`config.mk`:
```
export PLATFORM = sky130hd
export DESIGN_NAME = spi_burst_master
export DESIGN_NICKNAME = d
export VERILOG_FILES = /design/src/rtl/spi_burst_master.sv
export SDC_FILE = /design/constraint.sdc
export NUM_CORES = 1
export LEC_CHECK = 0
export ABC_AREA = 1
export ABC_CLOCK_PERIOD_IN_PS = 3200
export CAP_MARGIN = 20
export CORE_ASPECT_RATIO = 2
export CORE_MARGIN = 2
export CORE_UTILIZATION = 55
export CTS_CLUSTER_DIAMETER = 150
export DETAILED_ROUTE_END_ITERATION = 8
export GPL_ROUTABILITY_DRIVEN = 0
export PLACE_DENSITY = 0.77
export SLEW_MARGIN = 20
export SYNTH_ARGS = -nofsm -noshare
export SYNTH_HDL_FRONTEND = slang
export SYNTH_SLANG_ARGS = --single-unit
```
`constraint.sdc`:
```
create_clock -name ck -period 3.2 [get_ports ck]
set_input_delay 0.32 -clock ck [delete_from_list [all_inputs] [get_ports ck]]
set_output_delay 0.32 -clock ck [all_outputs]
set_load 0.01 [all_outputs]
```
`src/rtl/spi_burst_master.sv`:
```
// SPI mode-0 burst master: command, address, then 1..MAX_LEN data bytes, MSB first.
// SCLK divider and nCS setup/hold/deselect-gap timing are set by parameters.
module spi_burst_master #(
  parameter int HALF_DIV = 7,
  parameter int CSS_CYC  = 10,
  parameter int CSH_CYC  = 3,
  parameter int GAP_CYC  = 5,
  parameter int MAX_LEN  = 8,
  parameter int LEN_W    = 4
) (
  input  logic             ck,
  input  logic             reset,
  input  logic             start,
  input  logic             rw,
  input  logic [7:0]       addr,
  input  logic [LEN_W-1:0] len,
  input  logic [7:0]       wdata,
  output logic             wdata_req,
  output logic [7:0]       rdata,
  output logic             rdata_valid,
  output logic             busy,
  output logic             done,
  output logic             nCS,
  output logic             sclk,
  output logic             mosi,
  input  logic             miso
);

  localparam logic [7:0] CMD_READ  = 8'h0B;
  localparam logic [7:0] CMD_WRITE = 8'h0A;
  localparam int PH_AB  = (HALF_DIV > CSS_CYC) ? HALF_DIV : CSS_CYC;
  localparam int PH_CD  = (CSH_CYC > GAP_CYC) ? CSH_CYC : GAP_CYC;
  localparam int PH_MAX = (PH_AB > PH_CD) ? PH_AB : PH_CD;
  localparam int PH_W   = (PH_MAX > 1) ? $clog2(PH_MAX) : 1;
  localparam int CNT_W  = $clog2(MAX_LEN + 2);

  typedef enum logic [2:0] {
    S_IDLE,
    S_CS_SETUP,
    S_SHIFT,
    S_CS_HOLD,
    S_CS_GAP
  } state_e;

  state_e           state_q, state_d;
  logic [PH_W-1:0]  phase_q, phase_d;
  logic [2:0]       bit_q, bit_d;
  logic [CNT_W-1:0] byte_q, byte_d;
  logic [CNT_W-1:0] len_q, len_d;
  logic             rw_q, rw_d;
  logic [7:0]       addr_q, addr_d;
  logic [7:0]       tx_q, tx_d;
  logic [6:0]       rx_q, rx_d;
  logic [7:0]       rdata_q, rdata_d;
  logic             rdata_valid_q, rdata_valid_d;
  logic             wdata_req_q, wdata_req_d;
  logic             busy_q, busy_d;
  logic             done_q, done_d;
  logic             ncs_q, ncs_d;
  logic             sclk_q, sclk_d;
  logic             mosi_q, mosi_d;

  logic [CNT_W-1:0] len_eff;
  logic [7:0]       load_byte;

  // A zero length still moves one byte; oversize requests are clamped.
  always_comb begin
    if (len == '0) begin
      len_eff = CNT_W'(1);
    end else if (32'(len) > 32'(MAX_LEN)) begin
      len_eff = CNT_W'(MAX_LEN);
    end else begin
      len_eff = CNT_W'(len);
    end
  end

  always_comb begin
    // NOTE: every next-state signal gets a default first, so no path through the case infers a latch.
    state_d       = state_q;
    phase_d       = phase_q;
    bit_d         = bit_q;
    byte_d        = byte_q;
    len_d         = len_q;
    rw_d          = rw_q;
    addr_d        = addr_q;
    tx_d          = tx_q;
    rx_d          = rx_q;
    rdata_d       = rdata_q;
    rdata_valid_d = 1'b0;
    wdata_req_d   = 1'b0;
    done_d        = 1'b0;
    busy_d        = busy_q;
    ncs_d         = ncs_q;
    sclk_d        = sclk_q;
    mosi_d        = mosi_q;
    load_byte     = 8'h00;

    case (state_q)
      S_IDLE: begin
        if (start) begin
          state_d = S_CS_SETUP;
          rw_d    = rw;
          addr_d  = addr;
          len_d   = len_eff;
          tx_d    = rw ? CMD_READ : CMD_WRITE;
          phase_d = '0;
          bit_d   = '0;
          byte_d  = '0;
          busy_d  = 1'b1;
          ncs_d   = 1'b0;
        end
      end

      S_CS_SETUP: begin
        if (phase_q == PH_W'(CSS_CYC - 1)) begin
          state_d = S_SHIFT;
          phase_d = '0;
          mosi_d  = tx_q[7];
        end else begin
          phase_d = phase_q + PH_W'(1);
        end
      end

      S_SHIFT: begin
        if (phase_q != PH_W'(HALF_DIV - 1)) begin
          phase_d = phase_q + PH_W'(1);
        end else begin
          phase_d = '0;
          sclk_d  = ~sclk_q;
          if (!sclk_q) begin
            // Rising SCLK edge: sample miso; the 8th sample of a data byte completes it.
            rx_d = {rx_q[5:0], miso};
            if (bit_q == 3'd7 && rw_q && byte_q >= CNT_W'(2)) begin
              rdata_d       = {rx_q, miso};
              rdata_valid_d = 1'b1;
            end
          end else if (bit_q != 3'd7) begin
            bit_d  = bit_q + 3'd1;
            tx_d   = {tx_q[6:0], 1'b0};
            mosi_d = tx_q[6];
          end else if (byte_q == len_q + CNT_W'(1)) begin
            state_d = S_CS_HOLD;
            bit_d   = '0;
            mosi_d  = 1'b0;
          end else begin
            // Byte boundary: address after the command, then write data or zeros for reads.
            bit_d  = '0;
            byte_d = byte_q + CNT_W'(1);
            if (byte_q == '0) begin
              load_byte = addr_q;
            end else if (!rw_q) begin
              load_byte   = wdata;
              wdata_req_d = 1'b1;
            end
            tx_d   = load_byte;
            mosi_d = load_byte[7];
          end
        end
      end

      S_CS_HOLD: begin
        if (phase_q == PH_W'(CSH_CYC - 1)) begin
          state_d = S_CS_GAP;
          phase_d = '0;
          ncs_d   = 1'b1;
          done_d  = 1'b1;
        end else begin
          phase_d = phase_q + PH_W'(1);
        end
      end

      S_CS_GAP: begin
        if (phase_q == PH_W'(GAP_CYC - 1)) begin
          state_d = S_IDLE;
          phase_d = '0;
          byte_d  = '0;
          busy_d  = 1'b0;
        end else begin
          phase_d = phase_q + PH_W'(1);
        end
      end

      default: state_d = S_IDLE;
    endcase
  end

  // NOTE: state registers use non-blocking assignments so every flop samples pre-edge values.
  always_ff @(posedge ck) begin
    if (!reset) begin
      state_q       <= S_IDLE;
      phase_q       <= '0;
      bit_q         <= '0;
      byte_q        <= '0;
      len_q         <= '0;
      rw_q          <= 1'b0;
      addr_q        <= '0;
      tx_q          <= '0;
      rx_q          <= '0;
      rdata_q       <= '0;
      rdata_valid_q <= 1'b0;
      wdata_req_q   <= 1'b0;
      busy_q        <= 1'b0;
      done_q        <= 1'b0;
      ncs_q         <= 1'b1;
      sclk_q        <= 1'b0;
      mosi_q        <= 1'b0;
    end else begin
      state_q       <= state_d;
      phase_q       <= phase_d;
      bit_q         <= bit_d;
      byte_q        <= byte_d;
      len_q         <= len_d;
      rw_q          <= rw_d;
      addr_q        <= addr_d;
      tx_q          <= tx_d;
      rx_q          <= rx_d;
      rdata_q       <= rdata_d;
      rdata_valid_q <= rdata_valid_d;
      wdata_req_q   <= wdata_req_d;
      busy_q        <= busy_d;
      done_q        <= done_d;
      ncs_q         <= ncs_d;
      sclk_q        <= sclk_d;
      mosi_q        <= mosi_d;
    end
  end

  assign wdata_req   = wdata_req_q;
  assign rdata       = rdata_q;
  assign rdata_valid = rdata_valid_q;
  assign busy        = busy_q;
  assign done        = done_q;
  assign nCS         = ncs_q;
  assign sclk        = sclk_q;
  assign mosi        = mosi_q;

endmodule

```
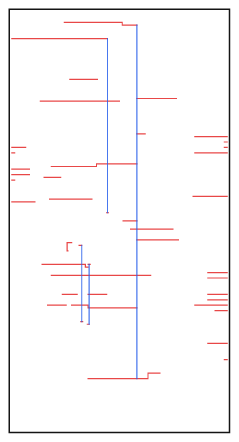
(routed metal, one color a layer)
Scale: 4 px per um. Only two layers are drawn.
color	layer	wire length
red	metal 3	315 um
blue	metal 4	166 um

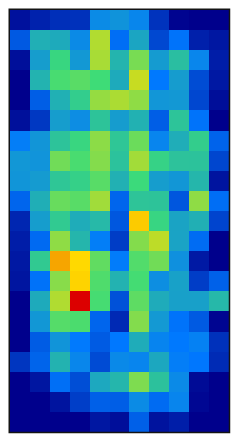
(routed metal per tile)
Scale: 4 px per um. The die is cut into 11 by 21 equal tiles; dark blue is low, red is high, scaled to the fullest tile. Values are wire area over tile area, all layers added.
fullest tile	0.59
mean over tiles	0.18
nearly empty tiles	10%

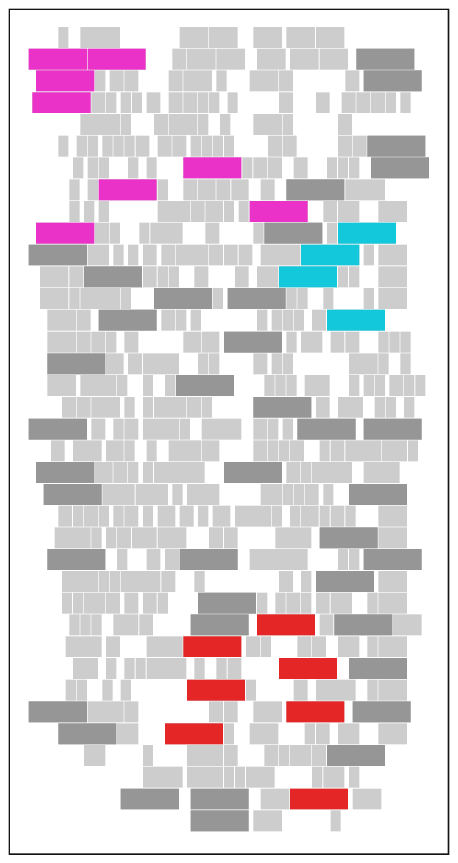
(sequential cells grouped by signal name)
Scale: 8 px per um. Other sequential cells in the stronger gray, the rest of the logic in the fainter gray.
color	signal	sequential cells
cyan	`len_q`	4
magenta	`tx_q`	8
red	`rx_q`	7

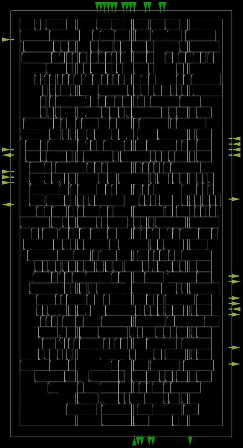
(cell placement)
Final Non-Filler Cells: 483
Placement Rows: 37
number of fill cells: 446
area of the core: 5046 sq um
fraction of area in registers: 33.48%

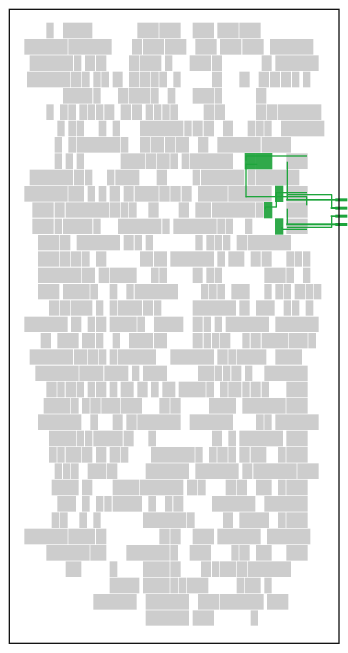
(I/O nets highlighted)
Scale: 6 px per um.
color	port	bits	direction	end cells	wire
green	`len`	4	input	5	89.2 um

==> results_slide.txt <==
Synthesis and Place & Route Summary

Run status
  – Outcome: complete, no violations

Global route
  – First-pass GRT wire length: 10340 um
  – Largest net degree at the start of global routing: 31
  – Total gr overflow: 0
  – Gr usage total: 24.39%

Power and ir drop
  – Static Leakage: 1.441 nW
  – Internal: 1.510 mW
  – Total sequential power: 0.937 mW
  – Net Sw Power: 1.007 mW
  – Clk pwr: 0.576 mW
  – PwrDens: 738.6 nW/um^2
  – Combinational share of power: 39.9%
  – P_comb: 1.00 mW
  – Switching portion of total power: 40.02%
  – Maximum VDD drop: 0.5920 mV
  – Clock Power Share: 22.9%
  – Pwr top: combinational logic
  – Tot Pwr: 2.517 mW
  – Register share of total power: 37.2%

Logic synthesis
  – Post-synthesis sequential area ratio: 40.34%
  – Syn Inst Count: 381
  – Fraction of registers with async set/reset: 0%
  – Synth Cell Area: 2829 sq um
  – Warnings from Yosys: 0
  – Post-synth EDFFs: 0
  – Floorplan Nets: 416
  – Synthesized registers: 57
  – Syn avg cell area: 7.425 sq um
  – Yosys cell count: 381

Finish
  – Fin util: 67.54%
  – Comb. cell area: 1456 sq um
  – # clk buffers: 14
  – Top cell excl fill/tap: nand2_1
  – Reg area: 1141 sq um
  – FFs & Latches: 57
  – Nonclk buf count: 40
  – Dominant class by area: multi-input combinational cells
  – Inverters: 47
  – Most common logic cells in the final layout: 62 x nand2_1, 57 x dfxtp_1, 50 x nor2_1
  – Layout clock area frac: 4.772%
  – Layout Nets: 457
  – #MultiIn Comb: 267
  – Post-route cell area: 3408 sq um
  – Fraction of area in multi-input gates: 42.73%
  – Share of cells above drive strength 1: 10.35%
  – Synth-to-layout area growth: 20.48%

Worst setup path
  – Worst Path Max Fanout: 23
  – CP required: 3.45 ns
  – Critical path class: flip-flop to flip-flop
  – Crit path arrival time: 2.20 ns
  – Worst Setup End Kind: flip-flop

Worst hold path
  – Worst min-delay path class: flip-flop to flip-flop
  – Hold_sp: addr_q[1]$_SDFFE_PN0P_

CTS
  – # Post-CTS Setup Buffers: 0
  – Post-cts gate resize count: 0
  – CTS tree: yes
  – Hold Buf Count CTS: 0
  – Clock sink total: 57
  – Max Buffers Root-to-Sink: 2
  – Root Buffer: clkbuf_8
  – Clock Pin Slew Worst Setup and Hold Paths: 0.06 ns
  – Clk_lat worst skew: 0.35 ns
  – H-Tree Depth: 3

STA
  – Relative max-transition margin: 45.37%
  – TNS Setup: 0 ns
  – Tightest Pin Transition: 0.8144 ns
  – Post-route setup slack: 1.253 ns
  – Final Hold Fails: 0
  – Final tally of setup violations: 0
  – Worst clock skew: 0.005215 ns
  – Max frequency: 513.6 MHz

Place
  – Pre-CTS WS: 1.105 ns
  – Port bufs: 39
  – DP Wirelength: 4544 um
  – Area post-placement: 3246 sq um
  – Placed cells: 469

Drt
  – Starting DRT DRC Count: 115
  – Via count: 2598
  – Via/cell ratio: 5.379
  – Post-route ant nets: 0
  – Post-Route WL: 6343 um
  – First drt pass iteration count: 4

Job
  – Tool warning count: 31

Floorplan
  – Fp util: 56.06%
  – Vert. Die Dim: 105.4 um
  – Ports: 40
-- sequential cells by signal, summed over array words and instances (netlist names), 3 cells and up --
name	count
addr_q	8
bit_q	3
byte_q	4
len_q	4
phase_q	4
rdata	8
rx_q	7
state_q	3
tx_q	8
-- critical path, cell delays in order, from the launching register on --
cell and delay, ns:
dfxtp_1 0.32, inv_1 0.13, nand2_4 0.08, nor2_2 0.17
nand2_1 0.44, nor2_1 0.40, o21ai_0 0.17, a21oi_1 0.15
-- routing by layer --
layer	GRT usage (%)	vias to the layer above	part of all wire (%)	routed length, um
met4	12.32	0	2.6	165
met2	39.29	57	50	3160
met5	0	-	0	0
met1	27.63	1192	43	2702
met3	7.224	14	5.0	315
li1	-	1335	-	-
-- cells in the mapped netlist (4+ instances only) --
master,count,area (sq um)
a211oi_1,7,52.55
inv_2,7,26.28
inv_1,37,138.9
nand3_1,29,145.1
nand2_2,5,31.28
o21ai_1,4,20.02
ha_1,10,125.1
clkbuf_1,5,18.77
a21oi_1,38,190.2
dfxtp_1,57,1141
nor2_1,50,187.7
nand2_4,6,67.56
o21ai_0,26,130.1
nand2_1,62,232.7
-- logic make-up (layout without fill, tap and decap cells) --
| family | Yosys count | after routing | synth area share [%] |
|---|---|---|---|
| simple gates | 167 | 167 | 28.57 |
| compound gates | 86 | 86 | 17.25 |
| flops | 57 | 57 | 40.34 |
| buf+inv | 57 | 101 | 8.182 |
| fa+ha+maj | 10 | 10 | 4.423 |
| xor+xnor | 4 | 4 | 1.239 |
-- final timing paths --
check	cells past startpoint	slack [ns]	to
min reg2reg	2	0.45	addr_q[1]$_SDFFE_PN0P_
max	7	1.25	len_q[0]$_SDFFE_PN0P_
min	2	0.45	addr_q[1]$_SDFFE_PN0P_
max reg2reg	7	1.25	len_q[0]$_SDFFE_PN0P_
Power figures rest on the tool's default switching activity, not on a simulated workload.
